File: config.mk
export PLATFORM = sky130hd
export DESIGN_NAME = sdram_testmod
export DESIGN_NICKNAME = d
export VERILOG_FILES = /design/src/rtl/sdram_testmod.sv
export SDC_FILE = /design/constraint.sdc
export NUM_CORES = 1
export LEC_CHECK = 0
export CORE_MARGIN = 5
export CORE_UTILIZATION = 65
export CTS_CLUSTER_DIAMETER = 40
export DETAILED_ROUTE_END_ITERATION = 7
export DONT_BUFFER_PORTS = 1
export GPL_TIMING_DRIVEN = 0
export PLACE_DENSITY_LB_ADDON = 0.1
export SLEW_MARGIN = 20
export SYNTH_ARGS = -nofsm -noshare
export SYNTH_HDL_FRONTEND = slang
export SYNTH_SLANG_ARGS = --single-unit
export TNS_END_PERCENT = 1
File: constraint.sdc
create_clock -name CLOCK -period 4.3 [get_ports CLOCK]
set_input_delay 0.645 -clock CLOCK [delete_from_list [all_inputs] [get_ports CLOCK]]
set_output_delay 0.645 -clock CLOCK [all_outputs]
set_load 0.1 [all_outputs]
File: src/rtl/sdram_testmod.sv
// sdram_testmod: writes WORDS address-tagged patterns to SDRAM, reads them back, reports pass/fail/timeout, error count and first bad address
module sdram_testmod #(
  parameter logic [23:0] BASE_ADDR = 24'h000000,
  parameter int WORDS = 16,
  parameter int ADDR_STEP = 4,
  parameter int TIMEOUT = 1023
) (
  input  logic        CLOCK,
  input  logic        RESET,
  input  logic        iStart,
  input  logic [1:0]  iDone,
  input  logic [63:0] iData,
  output logic [1:0]  oCall,
  output logic [23:0] oAddr,
  output logic [63:0] oData,
  output logic        oBusy,
  output logic        oPass,
  output logic        oFail,
  output logic        oTimeout,
  output logic [7:0]  oErrCount,
  output logic [23:0] oErrAddr
);
  typedef enum logic [2:0] {IDLE, WR_REQ, WR_GAP, RD_REQ, RD_GAP, DONE} state_t;
  localparam int WW = $clog2(TIMEOUT + 1);
  localparam logic [7:0] LAST = 8'(WORDS - 1);
  localparam logic [WW-1:0] WD_MAX = WW'(TIMEOUT - 1);
  state_t state;
  logic [7:0] k, kn;
  logic [23:0] an;
  logic [WW-1:0] wd;
  logic last, hit;
  function automatic logic [63:0] pat(input logic [23:0] a, input logic [7:0] i);
    return {8'hA5, a, ~a, i};
  endfunction
  always_comb begin
    last = k == LAST;
    kn = last ? 8'd0 : k + 8'd1;
    an = BASE_ADDR + 24'(kn) * 24'(ADDR_STEP);
    hit = (state == WR_REQ) ? iDone[1] : (state == RD_REQ) && iDone[0];
  end
  always_ff @(posedge CLOCK or posedge RESET) begin
    if (RESET) begin
      state <= IDLE;
      k <= '0;
      wd <= '0;
      oCall <= '0;
      oAddr <= '0;
      oData <= '0;
      oBusy <= 1'b0;
      oPass <= 1'b0;
      oFail <= 1'b0;
      oTimeout <= 1'b0;
      oErrCount <= '0;
      oErrAddr <= '0;
    end else begin
      case (state)
        IDLE: if (iStart) begin
          state <= WR_REQ;
          k <= '0;
          wd <= '0;
          oCall <= 2'b10;
          oAddr <= BASE_ADDR;
          oData <= pat(BASE_ADDR, 8'd0);
          oBusy <= 1'b1;
          oPass <= 1'b0;
          oFail <= 1'b0;
          oTimeout <= 1'b0;
          oErrCount <= '0;
          oErrAddr <= '0;
        end
        WR_REQ, RD_REQ: begin
          if (hit) begin
            oCall <= '0;
            state <= (state == WR_REQ) ? WR_GAP : RD_GAP;
            if (state == RD_REQ && iData != oData) begin
              if (oErrCount != 8'hFF) oErrCount <= oErrCount + 8'd1;
              if (oErrCount == 8'd0) oErrAddr <= oAddr;
            end
          end else if (wd == WD_MAX) begin
            oCall <= '0;
            oTimeout <= 1'b1;
            state <= DONE;
          end else begin
            wd <= wd + 1'b1;
          end
        end
        WR_GAP: begin
          k <= kn;
          wd <= '0;
          oAddr <= an;
          oData <= pat(an, kn);
          oCall <= last ? 2'b01 : 2'b10;
          state <= last ? RD_REQ : WR_REQ;
        end
        RD_GAP: begin
          if (last) begin
            state <= DONE;
          end else begin
            k <= kn;
            wd <= '0;
            oAddr <= an;
            oData <= pat(an, kn);
            oCall <= 2'b01;
            state <= RD_REQ;
          end
        end
        DONE: begin
          oPass <= oErrCount == 8'd0 && !oTimeout;
          oFail <= oErrCount != 8'd0 || oTimeout;
          oBusy <= 1'b0;
          k <= '0;
          state <= IDLE;
        end
        default: state <= IDLE;
      endcase
    end
  end
endmodule
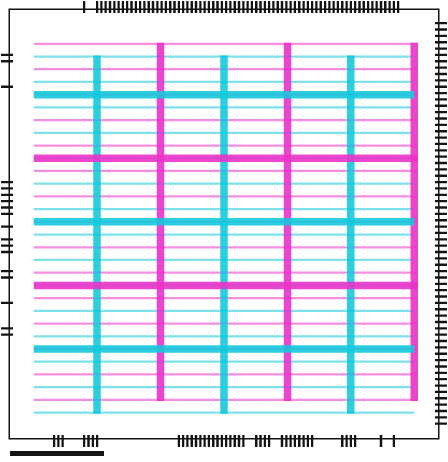
Run 1: PDN straps and rails
Scale bar: 20 um. Pins as bars on the die edge.
Key: magenta = VDD; cyan = VSS
6 straps on met4. 195 signal pins sit on the boundary.
core area: 6420 um2
maximum vdd ir drop: 0.636 mV
Die Span X: 91.6 um

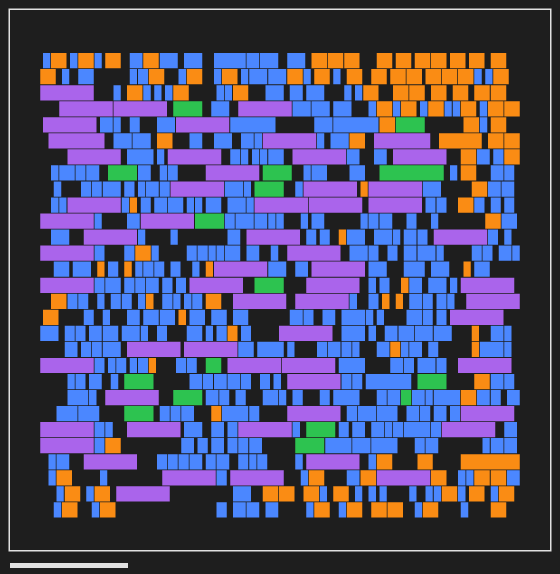
Run 1: placed cells, one colour a class
Scale bar: 20 um.
Key: blue = remaining logic cells [cells 390]; green = clock drivers and dummy loads [cells 16]; purple = registers [cells 60]; orange = remaining buffers and delay cells [cells 109]
Util after Layout: 76.1%
flop share of the area: 30.8%
Core Rows: 29

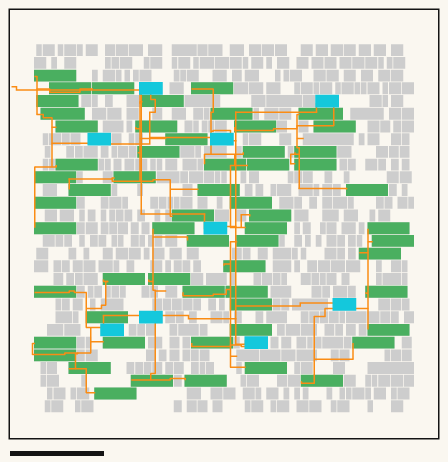
Run 1: clock network drawn from the DEF
Scale bar: 20 um.
Key: orange = clock wires [length 790 um]; green = flip-flops [count 60]; cyan = clock-net drivers [count 9]
There are 10 routed clock nets.
clk pwr: 0.000554 W
Fin Clk Skew: 0.00451 ns
Clock Latency Late Sink: 0.34 ns
power share of the clock group: 18.0%

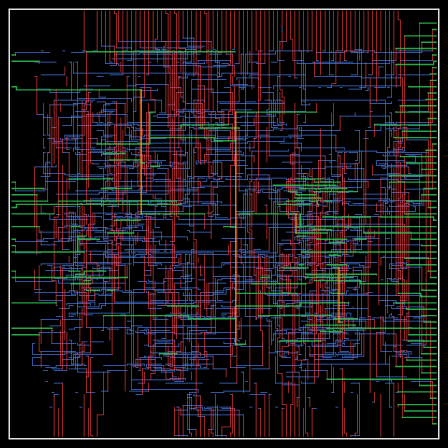
Run 1: metal layers overlaid
Key: blue = M1 [wire length 4,490 um]; green = M3 [wire length 1,130 um]; red = M2 [wire length 6,080 um]; orange = M4 [wire length 91.8 um]
Routed WL: 11,800 um
DR WL/cell: 18.1 um
GR Util All Layers: 27.7%

==> reports/summary.txt, run 1 <==
port bufs -> 0
XOR/XNOR Area Share -> 4.25%
M1 WL -> 4490 um
sequential share of power -> 41.3%
crit end category -> flip-flop
RSZ-0062 raised after global routing -> no
leak pwr -> 2.29 nW
CTS Buf Count -> 9
setup TNS -> 0 ns
Top Layer Used -> met4
vias in the first global route -> 3,640
Starting Density -> 67.3%
sequential power -> 0.00127 W
Internal -> 0.00132 W
Synth top cells by count -> buf_4 (89), dfrtp_1 (60), nand2_1 (31), o21ai_1 (31), nor2_1 (30)
GRT met3 Usage -> 9.75%
H-tree depth -> 3
maxcap violations -> 0
post-synthesis sequential element count -> 60
Async SR Flop Fraction -> 100%
P_comb -> 0.00125 W
status -> finished clean
post-route worst setup slack -> 1.20 ns
I/O pin count -> 195
post-DR vias/cell -> 5.87
post-route antenna net violation count -> 0
register area share after synthesis -> 34.7%
met2 Use GR -> 47.2%
Cell Pwr Density -> 631 nW/um2
final cell count without fillers -> 652
run 1: layout make-up:
class / instances / area (um2) / area share (%)
Inverter: 11 / 43.8 / 0.897
Clock buffer: 13 / 179 / 3.66
Multi-Input combinational cell: 379 / 2230 / 45.7
Tap cell: 77 / 96.3 / 1.97
Sequential cell: 60 / 1500 / 30.8
Buffer: 107 / 739 / 15.1
Clock inverter: 3 / 42.5 / 0.871
Timing Repair Buffer: 2 / 47.5 / 0.973
run 1: registers in the layout, summed over array words and instances, names as in the netlist:
| signal | cells |
|---|---|
| oPass | 1 |
| oBusy | 1 |
| k | 8 |
| oErrCount | 8 |
| oAddr | 7 |
| oFail | 1 |
| oCall | 2 |
| oTimeout | 1 |
| oData | 10 |
| state | 3 |
| oErrAddr | 8 |
| wd | 10 |
Run 1, congestion heat map:
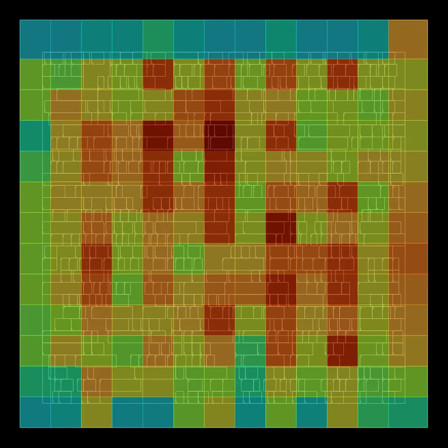

==> run 1 -> run 2 <==
Settings changed: CORE_UTILIZATION 65 to 58.
Clock period 4.3 ns to 2.56 ns, I/O delays scaled along.
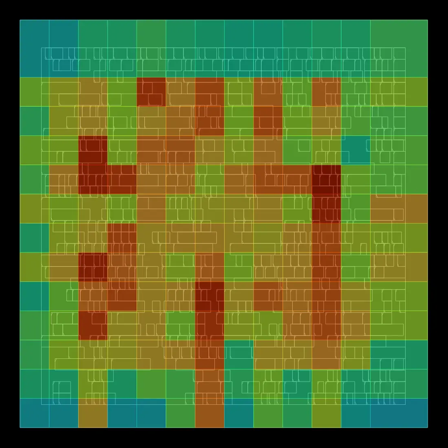
Run 2: congestion heat map
DR WL/cell: 17.4 um
met2 Use GR: 40.8%

==> run 2 against run 1 <==
  * Maximum frequency increased by 25%
  * Synthesized area unchanged
  * Clock skew increased by 0.0025 ns
  * Non-clock buffer count increased by 6
  * Clock power increased by 68%
  * Utilization decreased by 6.5 points
  * Worst setup slack got worse by 1.1 ns
  * Flip-flop count unchanged
  * Critical path type unchanged
  * Highest routed layer unchanged
==> reports/summary.txt, run 2 <==
status -> finished clean
Flop area -> 1550 um2 (+3.0%)
I/O pin count -> 195 (unchanged)
Starting Density -> 59.6% (-7.7 points)
post-DR vias/cell -> 5.74 (-2.2%)
seq_cells -> 60 (unchanged)
maxcap violations -> 0 (unchanged)
post-route antenna net violation count -> 0 (unchanged)
crit end category -> flip-flop
register area share after synthesis -> 34.7% (unchanged)
Synth top cells by count -> buf_4 (89), dfrtp_1 (60), nand2_1 (31), o21ai_1 (31), nor2_1 (30)
Clock buffer cells -> 13 (unchanged)
GR Util All Layers -> 24.7% (-3.1 points)
Cell Pwr Density -> 1040 nW/um2 (+64%)
maximum vdd ir drop -> 0.905 mV (+42%)
NonClk Buf Share -> 16.4% (+0.29 points)
CTS Buf Count -> 9 (unchanged)
power share of the clock group -> 17.8% (-0.2 points)
Internal -> 0.00226 W (+72%)
Core Rows -> 31 (+6.9%)
sequential power -> 0.00216 W (+70%)
clk pwr -> 0.000931 W (+68%)
RSZ-0062 raised after global routing -> yes
clock network area share -> 4.39% (-0.14 points)
P_comb -> 0.00214 W (+71%)
XOR/XNOR Area Share -> 4.25% (unchanged)
Util after Layout -> 69.5% (-6.5 points)
Non-clock buffers -> 115 (+5.5%)
post-route worst setup slack -> 0.0915 ns (-1.11 ns)
Clock Latency Late Sink -> 0.34 ns (about the same)
largest class -> logic gates
MI comb area -> 2280 um2 (+2.1%)
vias in the first global route -> 3,589 (-1.4%)
[run 2: cell counts after synthesis]
Identical to the previous run, type by type.
[run 2: routing by layer]
layer  track usage (%)  vias to the layer above  share of wire (%)
li1                  -                     1830                  -
met1              32.0                     1849                 38
met3              6.10                       19                9.6
met4              7.13                        0                1.5
met2              40.8                      205                 51
met5                 0                        -                  0
[run 2: through the flow]
step / hold WS [ns] / power [W] / cell area (um2)
2_1_floorplan: 0.480 / 0.00381 / 4520
3_3_place_gp: 0.503 / 0.00418 / 4640
3_5_place_dp: 0.164 / 0.00422 / 4670
4_1_cts: 0.300 / 0.00521 / 4980
5_1_grt: 0.330 / 0.00549 / 5040
6_report: 0.304 / 0.00523 / 5040
Run 2, clock network drawn from the DEF:
Scale bar: 20 um.
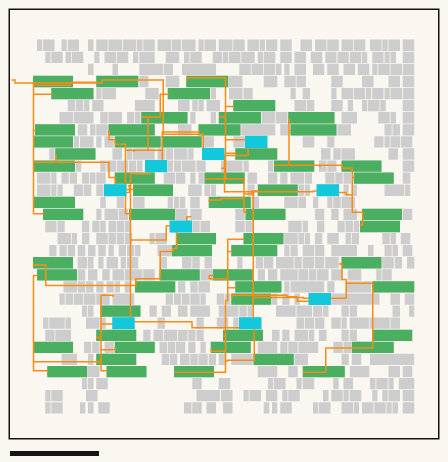

==> run 2 -> run 3 <==
Settings changed: CAP_MARGIN set to 30.
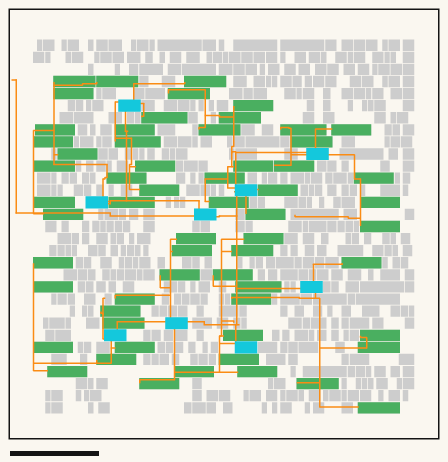
Run 3: clock network drawn from the DEF
Scale bar: 20 um.
Key: orange = clock wires [length 809 um]; green = flip-flops [count 60]; cyan = clock-net drivers [count 9]
There are 10 routed clock nets.
Fin Clk Skew: 0.00710 ns
clk pwr: 0.000866 W
power share of the clock group: 16.6%

==> run 3 against run 2 <==
  * Sequential share of layout area decreased by 1.2 points
  * Largest cell class unchanged
  * Utilization is 2.2 points higher
  * Highest routed layer unchanged
  * Clock skew about the same
  * Synthesized area stayed put
  * Clock-buffer cell count is 3 lower
==> reports/summary.txt, run 3 <==
status -> finished clean
Flop area -> 1540 um2 (-0.73%)
DR WL/cell -> 17.6 um (+0.71%)
Internal -> 0.00221 W (-2.2%)
RSZ-0062 raised after global routing -> no
Routed met3 length -> 1140 um (about the same)
routing usage on met1 -> 29.2% (-2.8 points)
GR peak layer -> met2
GRT met3 Usage -> 7.43% (+1.3 points)
sequential power -> 0.00213 W (about the same)
largest class -> logic gates
Util after Layout -> 71.7% (+2.2 points)
post-route antenna net violation count -> 0 (unchanged)
maximum vdd ir drop -> 1.20 mV (+33%)
final instance area -> 5200 um2 (+3.2%)
dpl cell area -> 4880 um2 (+4.3%)
register area share after synthesis -> 34.7% (unchanged)
hold_ws -> 0.304 ns (+0.000318 ns)
vias in the first global route -> 3,666 (+2.1%)
P_comb -> 0.00222 W (+4%)
DR WL met2 -> 6380 um (+5.4%)
NonClk Buf Share -> 19.9% (+3.5 points)
Non-clock buffers -> 128 (+11%)
I/O pin count -> 195 (unchanged)
maxcap violations -> 0 (unchanged)
Clock Latency Late Sink -> 0.34 ns (about the same)
Core Rows -> 31 (unchanged)
Cell Pwr Density -> 1000 nW/um2 (-3.4%)
Synth top cells by count -> buf_4 (89), dfrtp_1 (60), nand2_1 (31), o21ai_1 (31), nor2_1 (30)
M1 WL -> 4550 um (+1.4%)
XOR/XNOR Area Share -> 4.25% (unchanged)
GR Util All Layers -> 24.7% (+0.062 points)
[run 3: netlist changes by cell type in the layout (fill, tap and decap cells not counted), sizes merged]
cell           change
clkinv             +2
clkbuf             -3
clkdlybuf4s18      -1
clkinvlp           +1
buf               +14
[run 3: timing repair]
item | in CTS | in global routing
endpoints found under the setup margin | 18 | 19
pin swaps | 1 | 3
gates cloned | 0 | 0
gates resized | 17 | 16
hold endpoints to repair | 8 | 0
setup buffers | 1 | 6
hold buffers | 1 | 0
[run 3: critical path, stage by stage (launching register included)]
cell and delay (ns):
dfrtp_2 0.76, and3_1 0.25, o22ai_1 0.09, a2111o_2 0.57
or3_1 0.36, buf_2 0.18, a211oi_2 0.19
Power and IR drop assume default switching activity.
